### Routed metal per tile, run 1

Scale: 3 px per um. 22 x 22 tiles, from dark blue (low) to red (high), scaled to the fullest tile. Values are wire area over tile area, all layers added.
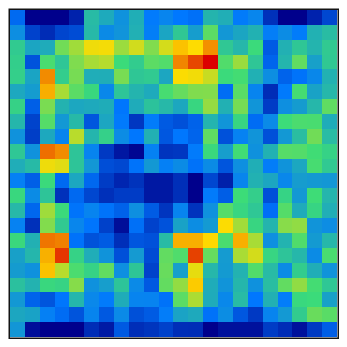
### Routed metal, one colour a layer, run 1

Scale: 3 px per um. Two of the layers only.
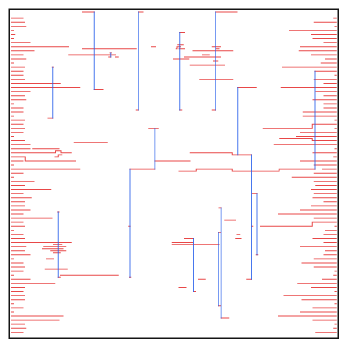
### Wires at chosen ports, followed through buffers, run 1

Scale: 4 px per um.
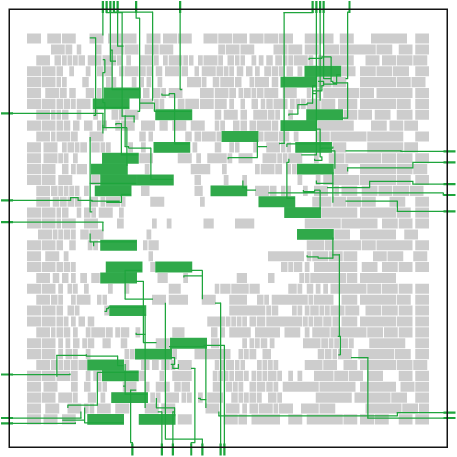
File: src/rtl/fib_arbiter.sv
// Round-robin arbiter sharing one Fibonacci engine among NCH requesters, one request in flight.
// Optional response watchdog enabled by defining FIB_ARB_TIMEOUT_EN.
module fib_arbiter #(
    parameter int unsigned NCH     = 4,
    parameter int unsigned CH_W    = 2,
    parameter int unsigned TIMEOUT = 255
) (
    input  logic              CLK,
    input  logic              RESET_n,
    input  logic [NCH-1:0]    REQ_VALID,
    input  logic [NCH*32-1:0] REQ_DATA,
    output logic [NCH-1:0]    REQ_READY,
    input  logic              ENG_READY,
    output logic              ENG_VALID,
    output logic [31:0]       ENG_DATA,
    input  logic              ENG_RSP_VALID,
    input  logic [31:0]       ENG_RSP_DATA,
    input  logic              ENG_RSP_ERROR,
    output logic              RSP_VALID,
    input  logic              RSP_READY,
    output logic [31:0]       RSP_DATA,
    output logic              RSP_ERROR,
    output logic [CH_W-1:0]   RSP_CHANNEL,
    output logic              BUSY
);

    typedef enum logic [1:0] {StIdle, StIssue, StWait, StResp} state_e;

    state_e          state_q, state_d;
    logic [CH_W-1:0] ptr_q, ptr_d;
    logic [CH_W-1:0] tag_q, tag_d;
    logic            eng_valid_q, eng_valid_d;
    logic [31:0]     eng_data_q, eng_data_d;
    logic            rsp_valid_q, rsp_valid_d;
    logic [31:0]     rsp_data_q, rsp_data_d;
    logic            rsp_error_q, rsp_error_d;
    logic [CH_W-1:0] rsp_channel_q, rsp_channel_d;

`ifdef FIB_ARB_TIMEOUT_EN
    localparam int unsigned CntW = (TIMEOUT > 255) ? 16 : 8;
    logic [CntW-1:0] cnt_q, cnt_d;
`else
    logic unused_timeout;
    assign unused_timeout = ^TIMEOUT;
`endif

    logic            grant_vld;
    logic [CH_W-1:0] grant_idx;
    logic [CH_W-1:0] cand;
    logic [31:0]     grant_data;

    // First valid channel at or above the pointer, wrapping modulo NCH.
    always_comb begin
        grant_vld = 1'b0;
        grant_idx = '0;
        cand      = '0;
        for (int unsigned i = 0; i < NCH; i++) begin
            cand = CH_W'((32'(ptr_q) + i) % NCH);
            if (!grant_vld && REQ_VALID[cand]) begin
                grant_vld = 1'b1;
                grant_idx = cand;
            end
        end
    end

    always_comb begin
        grant_data = '0;
        for (int unsigned k = 0; k < NCH; k++) begin
            if (grant_idx == CH_W'(k)) begin
                grant_data = REQ_DATA[32*k +: 32];
            end
        end
    end

    // Reset gates the grant so a held REQ_VALID cannot see a ready while reset is asserted.
    always_comb begin
        REQ_READY = '0;
        if (RESET_n && state_q == StIdle && grant_vld) begin
            REQ_READY[grant_idx] = 1'b1;
        end
    end

    always_comb begin
        state_d       = state_q;
        ptr_d         = ptr_q;
        tag_d         = tag_q;
        eng_valid_d   = eng_valid_q;
        eng_data_d    = eng_data_q;
        rsp_valid_d   = rsp_valid_q;
        rsp_data_d    = rsp_data_q;
        rsp_error_d   = rsp_error_q;
        rsp_channel_d = rsp_channel_q;
`ifdef FIB_ARB_TIMEOUT_EN
        cnt_d         = cnt_q;
`endif
        unique case (state_q)
            StIdle: begin
                if (grant_vld) begin
                    eng_data_d  = grant_data;
                    eng_valid_d = 1'b1;
                    tag_d       = grant_idx;
                    ptr_d       = (grant_idx == CH_W'(NCH - 1)) ? '0 : grant_idx + CH_W'(1);
                    state_d     = StIssue;
                end
            end
            StIssue: begin
                if (ENG_READY) begin
                    eng_valid_d = 1'b0;
                    state_d     = StWait;
`ifdef FIB_ARB_TIMEOUT_EN
                    cnt_d       = '0;
`endif
                end
            end
            StWait: begin
                if (ENG_RSP_VALID) begin
                    rsp_data_d    = ENG_RSP_DATA;
                    rsp_error_d   = ENG_RSP_ERROR;
                    rsp_channel_d = tag_q;
                    rsp_valid_d   = 1'b1;
                    state_d       = StResp;
                end
`ifdef FIB_ARB_TIMEOUT_EN
                // Synthesised error response; any later engine response lands outside WAIT.
                else if (cnt_q == CntW'(TIMEOUT - 1)) begin
                    rsp_data_d    = '0;
                    rsp_error_d   = 1'b1;
                    rsp_channel_d = tag_q;
                    rsp_valid_d   = 1'b1;
                    state_d       = StResp;
                end else begin
                    cnt_d = cnt_q + CntW'(1);
                end
`endif
            end
            StResp: begin
                if (RSP_READY) begin
                    rsp_valid_d = 1'b0;
                    state_d     = StIdle;
                end
            end
            default: state_d = StIdle;
        endcase
    end

    always_ff @(posedge CLK or negedge RESET_n) begin
        if (!RESET_n) begin
            state_q       <= StIdle;
            ptr_q         <= '0;
            tag_q         <= '0;
            eng_valid_q   <= 1'b0;
            eng_data_q    <= '0;
            rsp_valid_q   <= 1'b0;
            rsp_data_q    <= '0;
            rsp_error_q   <= 1'b0;
            rsp_channel_q <= '0;
`ifdef FIB_ARB_TIMEOUT_EN
            cnt_q         <= '0;
`endif
        end else begin
            state_q       <= state_d;
            ptr_q         <= ptr_d;
            tag_q         <= tag_d;
            eng_valid_q   <= eng_valid_d;
            eng_data_q    <= eng_data_d;
            rsp_valid_q   <= rsp_valid_d;
            rsp_data_q    <= rsp_data_d;
            rsp_error_q   <= rsp_error_d;
            rsp_channel_q <= rsp_channel_d;
`ifdef FIB_ARB_TIMEOUT_EN
            cnt_q         <= cnt_d;
`endif
        end
    end

    assign ENG_VALID   = eng_valid_q;
    assign ENG_DATA    = eng_data_q;
    assign RSP_VALID   = rsp_valid_q;
    assign RSP_DATA    = rsp_data_q;
    assign RSP_ERROR   = rsp_error_q;
    assign RSP_CHANNEL = rsp_channel_q;
    assign BUSY        = (state_q != StIdle);

endmodule
File: config.mk
export PLATFORM = sky130hd
export DESIGN_NAME = fib_arbiter
export DESIGN_NICKNAME = d
export VERILOG_FILES = /design/src/rtl/fib_arbiter.sv
export SDC_FILE = /design/constraint.sdc
export NUM_CORES = 1
export LEC_CHECK = 0
export ABC_AREA = 1
export ABC_CLOCK_PERIOD_IN_PS = 5300
export CORE_MARGIN = 4
export CORE_UTILIZATION = 42
export CTS_CLUSTER_DIAMETER = 80
export DETAILED_ROUTE_END_ITERATION = 6
export PLACE_DENSITY = 0.87
export SYNTH_ARGS = -nofsm -noshare
export SYNTH_HDL_FRONTEND = slang
export SYNTH_SLANG_ARGS = --single-unit
File: constraint.sdc
create_clock -name CLK -period 5.3 [get_ports CLK]
set_clock_uncertainty 0.1 [all_clocks]
set_input_delay 0.53 -clock CLK [delete_from_list [all_inputs] [get_ports CLK]]
set_output_delay 0.53 -clock CLK [all_outputs]
set_load 0.02 [all_outputs]
==> job_summary.md, run 1 <==
## PnR job results

| Metric | Value |
|---|---|
| Stage-log warning count | `33` |
| Synthesized chip area reported by yosys | `0.00430 mm^2` |
| Crit. End Element | `output port` |
| Clock-pin slew on the worst setup and hold paths | `approximately 80 ps` |
| Gr ovfl total | `0` |
| Grt peak-use layer | `met2` |
| Htree depth | `3` |
| Largest Pwr Group | `combinational cells` |
| Mapped Cells | `around 550` |
| Yosys adder share | `2.62%` |
| Combinational power share | `72.3%` |
| Mapped cell area | `0.00430 mm^2` |
| Status | `completed` |
| Inserted Diodes | `0` |
| Critical path peak fanout | `33` |
| Clock Power | `~0.00044 W` |
| Die Height | `roughly 110 um` |
| Final slew viol count | `0` |
| Vias/cell | `a little over 5` |
| Cells after DPL | `897` |
| Power Total | `between 0.005 and 0.006 W` |
| Top logic family | `simple AND/OR/NAND/NOR gates` |
| Pin slew with the least headroom to its limit | `665 ps` |
| Yosys top cell by instances | `nand2_1` |
| Latency at later pin | `around 350 ps` |
| Worst r2r src | `ptr_q[0]` |
| Ys cells | `between 500 and 600` |
| Worst hold slack | `between 300 and 400 ps` |
| Seq pwr share | `19.5%` |
| Largest net degree at the start of global routing | `~65` |
| Starting DRT DRC Count | `229` |
| Power density cells | `between 700 and 800 mW/mm^2` |
| Crit path max-delay family | `buffers and inverters` |
-- 'Routed metal per tile' (at the start) --
emptiest ninth of the die: centre
densest ninth of the die: north
nearly empty tiles: 2.5%
fullest tile: 0.57
mean over tiles: 0.21
GR Util All Layers: 24.7%
average wire per standard cell: 16.4 um

-- 'Routed metal, one colour a layer' (at the start) --
[metal 4] blue | wire length: 403 um
[metal 3] red | wire length: 1450 um
vias post-DR: 4613
DRT Wirelength: 14900 um

-- 'Wires at chosen ports, followed through buffers' (at the start) --
[ENG_DATA] green | bits: 32 | direction: output | edge: 12 north, 7 south, 7 east, 6 west | end cells: 32 | buffers: 32 | wire: 1440 um
I/O Buffers: 243
# IOs: 244

## run 1: cell type report
type	instances	area share, %
inverter	26	1.50
tap	133	2.38
multi-input combinational	412	30.9
clock inverter	6	0.947
sequential	75	26.8
clock buffer	10	1.82
timing repair buffer	252	35.7
## run 1: layer usage
layer	part of all wire, %	up-vias
li1	-	2216
met1	38	2103
met2	50	259
met3	9.7	35
met4	2.7	0
met5	0	-
## run 1: path summary, 6_finish.rpt
kind                       cells after the start  slack (ps)            to
max in group asynchronous                      3        3620  RSP_DATA[16]
min reg2reg                                    2         380  ENG_DATA[16]
min in group asynchronous                      2         540  RSP_DATA[17]
max reg2reg                                   19        1510  ENG_DATA[12]
min                                            2         380  ENG_DATA[16]
max                                           16        1140  REQ_READY[2]
### Register map, names as in the netlist, run 1

Scale: 4 px per um. Other sequential cells in the stronger grey, the rest of the logic in the fainter grey.
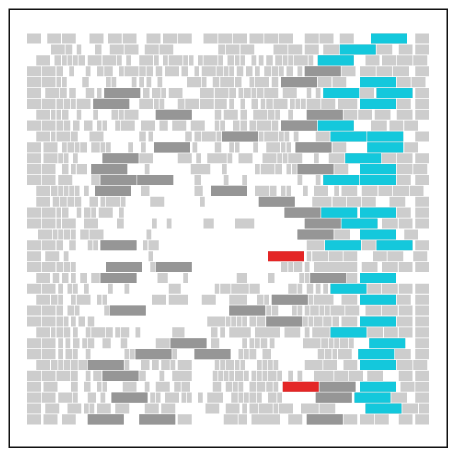

## Run 2: what changed since run 1
- ABC_CLOCK_PERIOD_IN_PS: 5300 -> 4000
- CORE_UTILIZATION: 42 -> 39
- PLACE_DENSITY: 0.87 -> 0.82
- clock period: 5.3 -> 4 ns (I/O delays scaled with it)
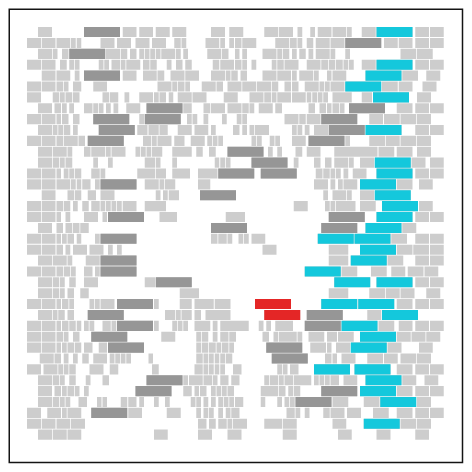
*Register map, names as in the netlist, run 2*
Scale: 4 px per um. Other sequential cells in the stronger grey, the rest of the logic in the fainter grey.
[RSP_DATA] cyan | placed flops: 32 | where: a column on the right
[tag_q] red | placed flops: 2

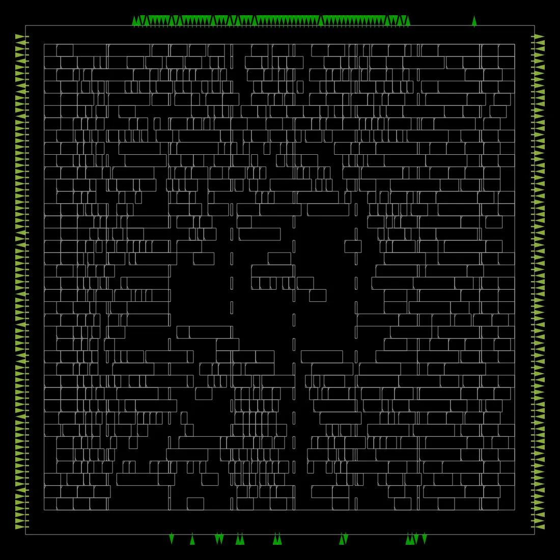
*Cell outlines without signal wires, run 2*
row count: 38
Non-Filler Instances: 924
Seq/total area: 26.6%
flip-flops: 75

==> run 2 against run 1 <==
Routed wire length shrank 5.0%. Power grew 32%. Flip-flop count is the same. Die size grew 7.1%. Final cell count grew 1.1%. First-iteration DRC count shrank 3.5%. Via count shrank 3.1%. Hold slack lost 7.0 ps. Clock power grew 34%. Sequential power grew 34%. Cell area grew 0.57%. Non-clock buffer count grew 3.
==> job_summary.md, run 2 <==
## PnR job results

| Metric | Value |
|---|---|
| Status | `completed` |
| Gr ovfl total | `0 (unchanged)` |
| DRT Wirelength | `14200 um (-5.0%)` |
| Vias/cell | `4.84 (-4.1%)` |
| Cells after DPL | `907 (+1.1%)` |
| Signal buffers | `255 (+1.2%)` |
| Pin slew with the least headroom to its limit | `578 ps (-86.8 ps)` |
| Average wire per standard cell | `15.4 um (-6.0%)` |
| I/O Buffers | `243 (unchanged)` |
| Met3 routed WL | `1220 um (-15%)` |
| Critical Path Sink | `REQ_READY[3]` |
| Yosys adder share | `2.62% (unchanged)` |
| Inserted Diodes | `0 (unchanged)` |
| Latency at later pin | `340 ps (about the same)` |
| Final slew viol count | `0 (unchanged)` |
| Worst reg2reg path depth | `19 (unchanged)` |
| Starting DRT DRC Count | `221 (-3.5%)` |
| Die Height | `113 um (+3.5%)` |
| Yosys top cell by instances | `nand2_1` |
| Synthesized chip area reported by yosys | `0.00430 mm^2 (unchanged)` |
| Stage-log warning count | `33 (unchanged)` |
| Vias post-DR | `4471 (-3.1%)` |
| Clock-pin slew on the worst setup and hold paths | `80 ps (about the same)` |
| Combinational power share | `71.8% (-0.5 points)` |
| Met1 wire length | `5680 um (-0.12%)` |
| Clock Power | `0.000584 W (+34%)` |
| Met2 WL | `7090 um (-4.3%)` |
| Biggest Area Class | `buffers` |
| Largest net degree at the start of global routing | `65 (unchanged)` |
| # IOs | `244 (unchanged)` |
| Comb area share | `30.7% (-0.18 points)` |
| Clock-cell share | `2.88% (+0.11 points)` |
[run 2: worst min-delay path by stage]
stage	start	to	cells past startpoint
6_report	ENG_VALID	ENG_VALID	2
5_1_grt	ENG_DATA[8]	ENG_DATA[8]	2
4_1_cts	ENG_DATA[13]	ENG_DATA[13]	2
3_5_place_dp	RESET_n	ENG_DATA[24]	1
3_3_place_gp	RESET_n	ENG_DATA[24]	1
2_1_floorplan	RESET_n	ENG_DATA[0]	0
[run 2: worst max-delay path, stage by stage (launching register included)]
cell	delay (ps)
dfrtp_1	610
nand2_1	130
nand3_1	160
nand2_2	120
nor2_8	160
nand3_1	80
nand3_1	100
nand2_1	140
inv_1	110
ha_2	180
inv_1	40
nor2_1	140
clkdlybuf4s50_1	630
Power and IR drop assume default switching activity.
